**config.mk**
```make
export PLATFORM = sky130hd
export DESIGN_NAME = thermostat_setpoint
export DESIGN_NICKNAME = d
export VERILOG_FILES = /design/src/rtl/thermostat_setpoint.sv
export SDC_FILE = /design/constraint.sdc
export NUM_CORES = 1
export LEC_CHECK = 0
export CAP_MARGIN = 20
export CORE_UTILIZATION = 42
export CTS_CLUSTER_SIZE = 20
export DETAILED_ROUTE_END_ITERATION = 16
export DONT_BUFFER_PORTS = 1
export PLACE_DENSITY = 0.67
export SETUP_SLACK_MARGIN = 0.02
export SYNTH_ARGS = -nofsm -noshare
export SYNTH_HDL_FRONTEND = slang
export SYNTH_SLANG_ARGS = --single-unit
```
**constraint.sdc**
```tcl
create_clock -name CLK100MHZ -period 3.2 [get_ports CLK100MHZ]
set_clock_uncertainty 0.1 [all_clocks]
set_input_delay 0.48 -clock CLK100MHZ [delete_from_list [all_inputs] [get_ports CLK100MHZ]]
set_output_delay 0.48 -clock CLK100MHZ [all_outputs]
set_load 0.1 [all_outputs]
```
**src/rtl/thermostat_setpoint.sv**
```systemverilog
// thermostat_setpoint
//   Holds a user-adjustable set point driven by up/down push-buttons, derives
//   heat/cool demand with hysteresis against the measured temperature, and
//   registers one of four values for the seven-segment display.
//
//   Build option: define THERMO_AUTO_REPEAT_EN to enable auto-repeat while a
//   button is held. Without it each debounced press gives exactly one step.
//
//   Button index convention inside this file: bit 0 = up, bit 1 = down.

module thermostat_setpoint #(
    parameter int WIDTH           = 8,
    parameter int SET_MIN         = 50,
    parameter int SET_MAX         = 90,
    parameter int SET_RESET       = 70,
    parameter int HYST            = 2,
    parameter int DEBOUNCE_CYCLES = 1_000_000,
    parameter int REPEAT_DELAY    = 50_000_000,
    parameter int REPEAT_PERIOD   = 20_000_000
) (
    input  logic             CLK100MHZ,
    input  logic             reset,
    input  logic             btn_up,
    input  logic             btn_down,
    input  logic [1:0]       selectionSW,
    input  logic [WIDTH-1:0] c_data,
    output logic [WIDTH-1:0] display_reg,
    output logic [WIDTH-1:0] set_temp,
    output logic             heat_on,
    output logic             cool_on
);

    // ------------------------------------------------------------------
    // Constants
    // ------------------------------------------------------------------
    localparam int DB_W = (DEBOUNCE_CYCLES > 1) ? $clog2(DEBOUNCE_CYCLES) : 1;
    localparam logic [DB_W-1:0]  DB_LAST     = DB_W'(DEBOUNCE_CYCLES - 1);
    localparam logic [WIDTH-1:0] SET_MIN_V   = WIDTH'(SET_MIN);
    localparam logic [WIDTH-1:0] SET_MAX_V   = WIDTH'(SET_MAX);
    localparam logic [WIDTH-1:0] SET_RESET_V = WIDTH'(SET_RESET);
    localparam logic [WIDTH:0]   HYST_V      = (WIDTH + 1)'(HYST);

`ifdef THERMO_AUTO_REPEAT_EN
    localparam int RPT_MAX = (REPEAT_DELAY > REPEAT_PERIOD) ? REPEAT_DELAY : REPEAT_PERIOD;
    localparam int RPT_W   = (RPT_MAX > 1) ? $clog2(RPT_MAX) : 1;
    localparam logic [RPT_W-1:0] DELAY_LAST  = RPT_W'(REPEAT_DELAY - 1);
    localparam logic [RPT_W-1:0] PERIOD_LAST = RPT_W'(REPEAT_PERIOD - 1);

    typedef enum logic [1:0] {
        ST_IDLE,
        ST_PRESSED,
        ST_REPEAT
    } step_state_t;
`else
    typedef enum logic {
        ST_IDLE,
        ST_PRESSED
    } step_state_t;

    // Repeat timing has no effect in the single-step build.
    logic unused_repeat_params;
    assign unused_repeat_params = ^{REPEAT_DELAY, REPEAT_PERIOD};
`endif

    // ------------------------------------------------------------------
    // Button synchronisers and debouncers
    // ------------------------------------------------------------------
    logic [1:0]            btn_raw;
    logic [1:0]            sync1;
    logic [1:0]            sync2;
    logic [1:0]            level;
    logic [1:0][DB_W-1:0]  db_cnt;

    assign btn_raw = {btn_down, btn_up};

    // Two-flop synchronisers bring the asynchronous buttons into the clock domain.
    // NOTE: clocked state uses non-blocking (<=) so every flop samples the
    // pre-edge value of its neighbours; blocking here would collapse the chain.
    always_ff @(posedge CLK100MHZ or posedge reset) begin
        if (reset) begin
            sync1 <= '0;
            sync2 <= '0;
        end else begin
            sync1 <= btn_raw;
            sync2 <= sync1;
        end
    end

    // Debounce: the level flips after DEBOUNCE_CYCLES consecutive disagreeing samples.
    always_ff @(posedge CLK100MHZ or posedge reset) begin
        if (reset) begin
            level  <= '0;
            db_cnt <= '0;
        end else begin
            for (int b = 0; b < 2; b++) begin
                if (sync2[b] == level[b]) begin
                    db_cnt[b] <= '0;
                end else if (db_cnt[b] == DB_LAST) begin
                    level[b]  <= sync2[b];
                    db_cnt[b] <= '0;
                end else begin
                    db_cnt[b] <= db_cnt[b] + 1'b1;
                end
            end
        end
    end

    // ------------------------------------------------------------------
    // Step generation (one FSM per button)
    // ------------------------------------------------------------------
    step_state_t state      [2];
    step_state_t state_next [2];
    logic [1:0]  step;
    logic [1:0]  step_next;
    logic        both_held;

`ifdef THERMO_AUTO_REPEAT_EN
    logic [1:0][RPT_W-1:0] rpt_cnt;
    logic [1:0][RPT_W-1:0] rpt_cnt_next;
`endif

    // With both buttons down the user intent is ambiguous: freeze stepping.
    assign both_held = &level;

    // State register for both step FSMs, their repeat timers and step pulses.
    always_ff @(posedge CLK100MHZ or posedge reset) begin
        if (reset) begin
            for (int b = 0; b < 2; b++) begin
                state[b] <= ST_IDLE;
            end
            step <= '0;
`ifdef THERMO_AUTO_REPEAT_EN
            rpt_cnt <= '0;
`endif
        end else begin
            for (int b = 0; b < 2; b++) begin
                state[b] <= state_next[b];
            end
            step <= step_next;
`ifdef THERMO_AUTO_REPEAT_EN
            rpt_cnt <= rpt_cnt_next;
`endif
        end
    end

    // Next-state logic: press edge, hold-to-repeat and release for each button.
    // NOTE: every output of this block gets a default before the case so no
    // path leaves a value unassigned, which would otherwise infer a latch.
    always_comb begin
        for (int b = 0; b < 2; b++) begin
            state_next[b] = state[b];
        end
        step_next = '0;
`ifdef THERMO_AUTO_REPEAT_EN
        rpt_cnt_next = rpt_cnt;
`endif
        for (int b = 0; b < 2; b++) begin
            case (state[b])
                ST_IDLE: begin
                    if (level[b]) begin
                        state_next[b] = ST_PRESSED;
                        step_next[b]  = 1'b1;
`ifdef THERMO_AUTO_REPEAT_EN
                        rpt_cnt_next[b] = '0;
`endif
                    end
                end
                ST_PRESSED: begin
                    if (!level[b]) begin
                        state_next[b] = ST_IDLE;
`ifdef THERMO_AUTO_REPEAT_EN
                        rpt_cnt_next[b] = '0;
                    end else if (!both_held) begin
                        if (rpt_cnt[b] == DELAY_LAST) begin
                            state_next[b]   = ST_REPEAT;
                            step_next[b]    = 1'b1;
                            rpt_cnt_next[b] = '0;
                        end else begin
                            rpt_cnt_next[b] = rpt_cnt[b] + 1'b1;
                        end
`endif
                    end
                end
`ifdef THERMO_AUTO_REPEAT_EN
                ST_REPEAT: begin
                    if (!level[b]) begin
                        state_next[b]   = ST_IDLE;
                        rpt_cnt_next[b] = '0;
                    end else if (!both_held) begin
                        if (rpt_cnt[b] == PERIOD_LAST) begin
                            step_next[b]    = 1'b1;
                            rpt_cnt_next[b] = '0;
                        end else begin
                            rpt_cnt_next[b] = rpt_cnt[b] + 1'b1;
                        end
                    end
                end
`endif
                default: begin
                    state_next[b] = ST_IDLE;
                end
            endcase
        end
        step_next = step_next & ~{2{both_held}};
    end

    // ------------------------------------------------------------------
    // Set-point register
    // ------------------------------------------------------------------
    logic step_up;
    logic step_down;

    assign step_up   = step[0] & ~step[1];
    assign step_down = step[1] & ~step[0];

    // Saturating up/down counter; a step at a limit is consumed without effect.
    always_ff @(posedge CLK100MHZ or posedge reset) begin
        if (reset) begin
            set_temp <= SET_RESET_V;
        end else if (step_up && (set_temp < SET_MAX_V)) begin
            set_temp <= set_temp + 1'b1;
        end else if (step_down && (set_temp > SET_MIN_V)) begin
            set_temp <= set_temp - 1'b1;
        end
    end

    // ------------------------------------------------------------------
    // Demand with hysteresis and display selection
    // ------------------------------------------------------------------
    logic [WIDTH:0]   temp_ext;
    logic [WIDTH:0]   set_ext;
    logic             heat_set;
    logic             heat_clr;
    logic             cool_set;
    logic             cool_clr;
    logic             heat_next;
    logic             cool_next;
    logic [WIDTH-1:0] temp_diff;
    logic [WIDTH-1:0] display_next;

    // One extra bit keeps set_temp +/- HYST from wrapping; the "minus" side is
    // rewritten as temp + HYST < set so no subtraction can underflow.
    assign temp_ext = {1'b0, c_data};
    assign set_ext  = {1'b0, set_temp};

    // Hysteresis decision: set outside the band, clear on crossing the set point.
    always_comb begin
        heat_set  = (temp_ext + HYST_V) < set_ext;
        cool_set  = temp_ext > (set_ext + HYST_V);
        heat_clr  = temp_ext >= set_ext;
        cool_clr  = temp_ext <= set_ext;
        heat_next = heat_on;
        cool_next = cool_on;
        if (heat_set && cool_set) begin
            heat_next = 1'b0;
            cool_next = 1'b0;
        end else begin
            if (heat_set) begin
                heat_next = 1'b1;
            end else if (heat_clr) begin
                heat_next = 1'b0;
            end
            if (cool_set) begin
                cool_next = 1'b1;
            end else if (cool_clr) begin
                cool_next = 1'b0;
            end
        end
    end

    // Display source mux: set point, distance from set point, demand flags, or temperature.
    always_comb begin
        temp_diff = (c_data >= set_temp) ? (c_data - set_temp) : (set_temp - c_data);
        case (selectionSW)
            2'b00:   display_next = set_temp;
            2'b01:   display_next = temp_diff;
            2'b10:   display_next = {{(WIDTH - 2){1'b0}}, heat_on, cool_on};
            default: display_next = c_data;
        endcase
    end

    // Output registers for demand flags and display value.
    always_ff @(posedge CLK100MHZ or posedge reset) begin
        if (reset) begin
            heat_on     <= 1'b0;
            cool_on     <= 1'b0;
            display_reg <= '0;
        end else begin
            heat_on     <= heat_next;
            cool_on     <= cool_next;
            display_reg <= display_next;
        end
    end

endmodule
```
==> Slide: Implementation Results <==
Physical Implementation Snapshot

Critical path
  – Buffers & Inverters on Critical Path: 1
  – Most frequent CP cell: o211ai_1
  – Worst setup EP type: flip-flop
  – Critical path depth in cells: 11
  – Arr. time, crit path: just over 3 ns
  – Max incr delay on CP: between 0.4 and 0.5 ns
  – Start of the worst register-to-register path: set_temp[1]
  – Worst setup SP type: flip-flop
  – Largest delay contributor family on the critical path: AND-OR/OR-AND gates
  – Crit path from: set_temp[1]

Synthesis
  – Synth mux share: 4.53%
  – Post-Synth XOR/XNOR Area: roughly an eighth
  – Yosys simple share: between 10% and 20%
  – Register share after synthesis: roughly two fifths
  – Count leader, synth: dfrtp_1
  – Top logic cell family in the synthesized netlist: simple AND/OR/NAND/NOR gates
  – Syn Nets: about 520
  – Synth top area share: 36.6%
  – Cell count after synthesis: ~460
  – AND-OR/OR-AND Cells, Area Fraction: under 10%
  – #FFs+latches synth: just under 70
  – Unique cell types: around 58
  – Yosys Instances: 459

Finish
  – Cell Count, Final, Fillers Out: 611
  – Fin nets: roughly 530
  – Clock Buffer Count: 10
  – Non-clock buffering overhead: 1.72%
  – Register share of the cell area: 35.7%
  – MI comb cells: 350
  – Logic cell area: ~2500 um^2
  – Most common logic cells in the final layout: nor2_1 (63), dfrtp_1 (63), ha_1 (40), xnor2_1 (30), xor2_1 (30)
  – Non-clk invs: 30

CTS
  – CTS tree: built
  – CTS root buf: clkbuf_8

Min path
  – Hold Crit Class: input port to asynchronous set/reset pin

Global route
  – First-pass GRT wire length: 15400 um
  – Met1 Use GR: between 20 and 25%
  – M2 GR Usage: between 20 and 30%

Die
  – Num ports: 32
  – Row Count: 37

Route
  – Via count: around 3300
  – DRC Markers: 0
  – Met3 Wirelength: 382 um
  – Met2 WL post-DR: 4330 um
  – M1 WL: 4250 um

Power
  – Max VDD drop: roughly 0.16 mV

STA
  – Fin crit share: between 90% and 100%
  – Slew Limit Fails: 0

Placed design
  – Detailed placer's ending HPWL: 6970 um

Status
  – Status: finished, final reports clean
Figure 1. Metal 2.
(4 px per um)
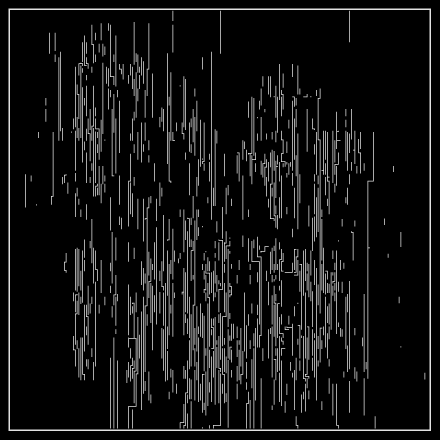
share of all routed wire: 47%
longest straight run: 49.4 um
nets with wire on the layer: 444
wire length on this layer: 4330 um
main direction: vertical

Figure 2. A small window of the routed layout.
Window x 40 to 65, y 40 to 65 um. Cells in gray, sequential cells in the stronger gray; small squares are vias.
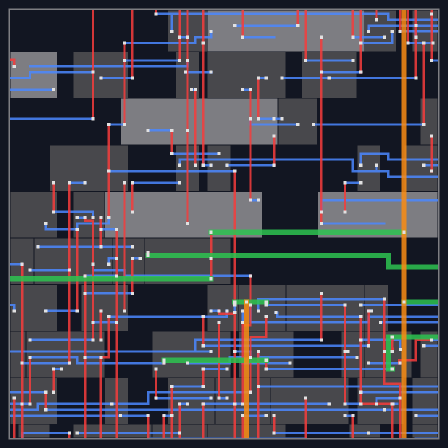
[blue] met1
[orange] met4
[green] met3
[red] met2
most frequent: ha_1 (7), xnor2_1 (5)
sequential cells in the window: 4
netlist names of flops here include: db_cnt (4)
cells with their middle in the window: 40

Figure 3. Cell sizes after repair.
(4 px per um)
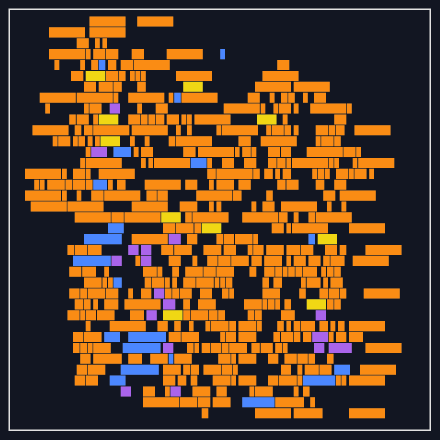
[orange] drive 1 or less | cells: 428 | share: 90%
[yellow] drive 6 and up | cells: 10 | share: 2.1%
[purple] drive 3 to 4 | cells: 17 | share: 3.6%
[blue] drive 2 | cells: 20 | share: 4.2%
worst setup margin: 0.293 ns
bufs w/o clock: 11

Power and IR drop assume default switching activity.
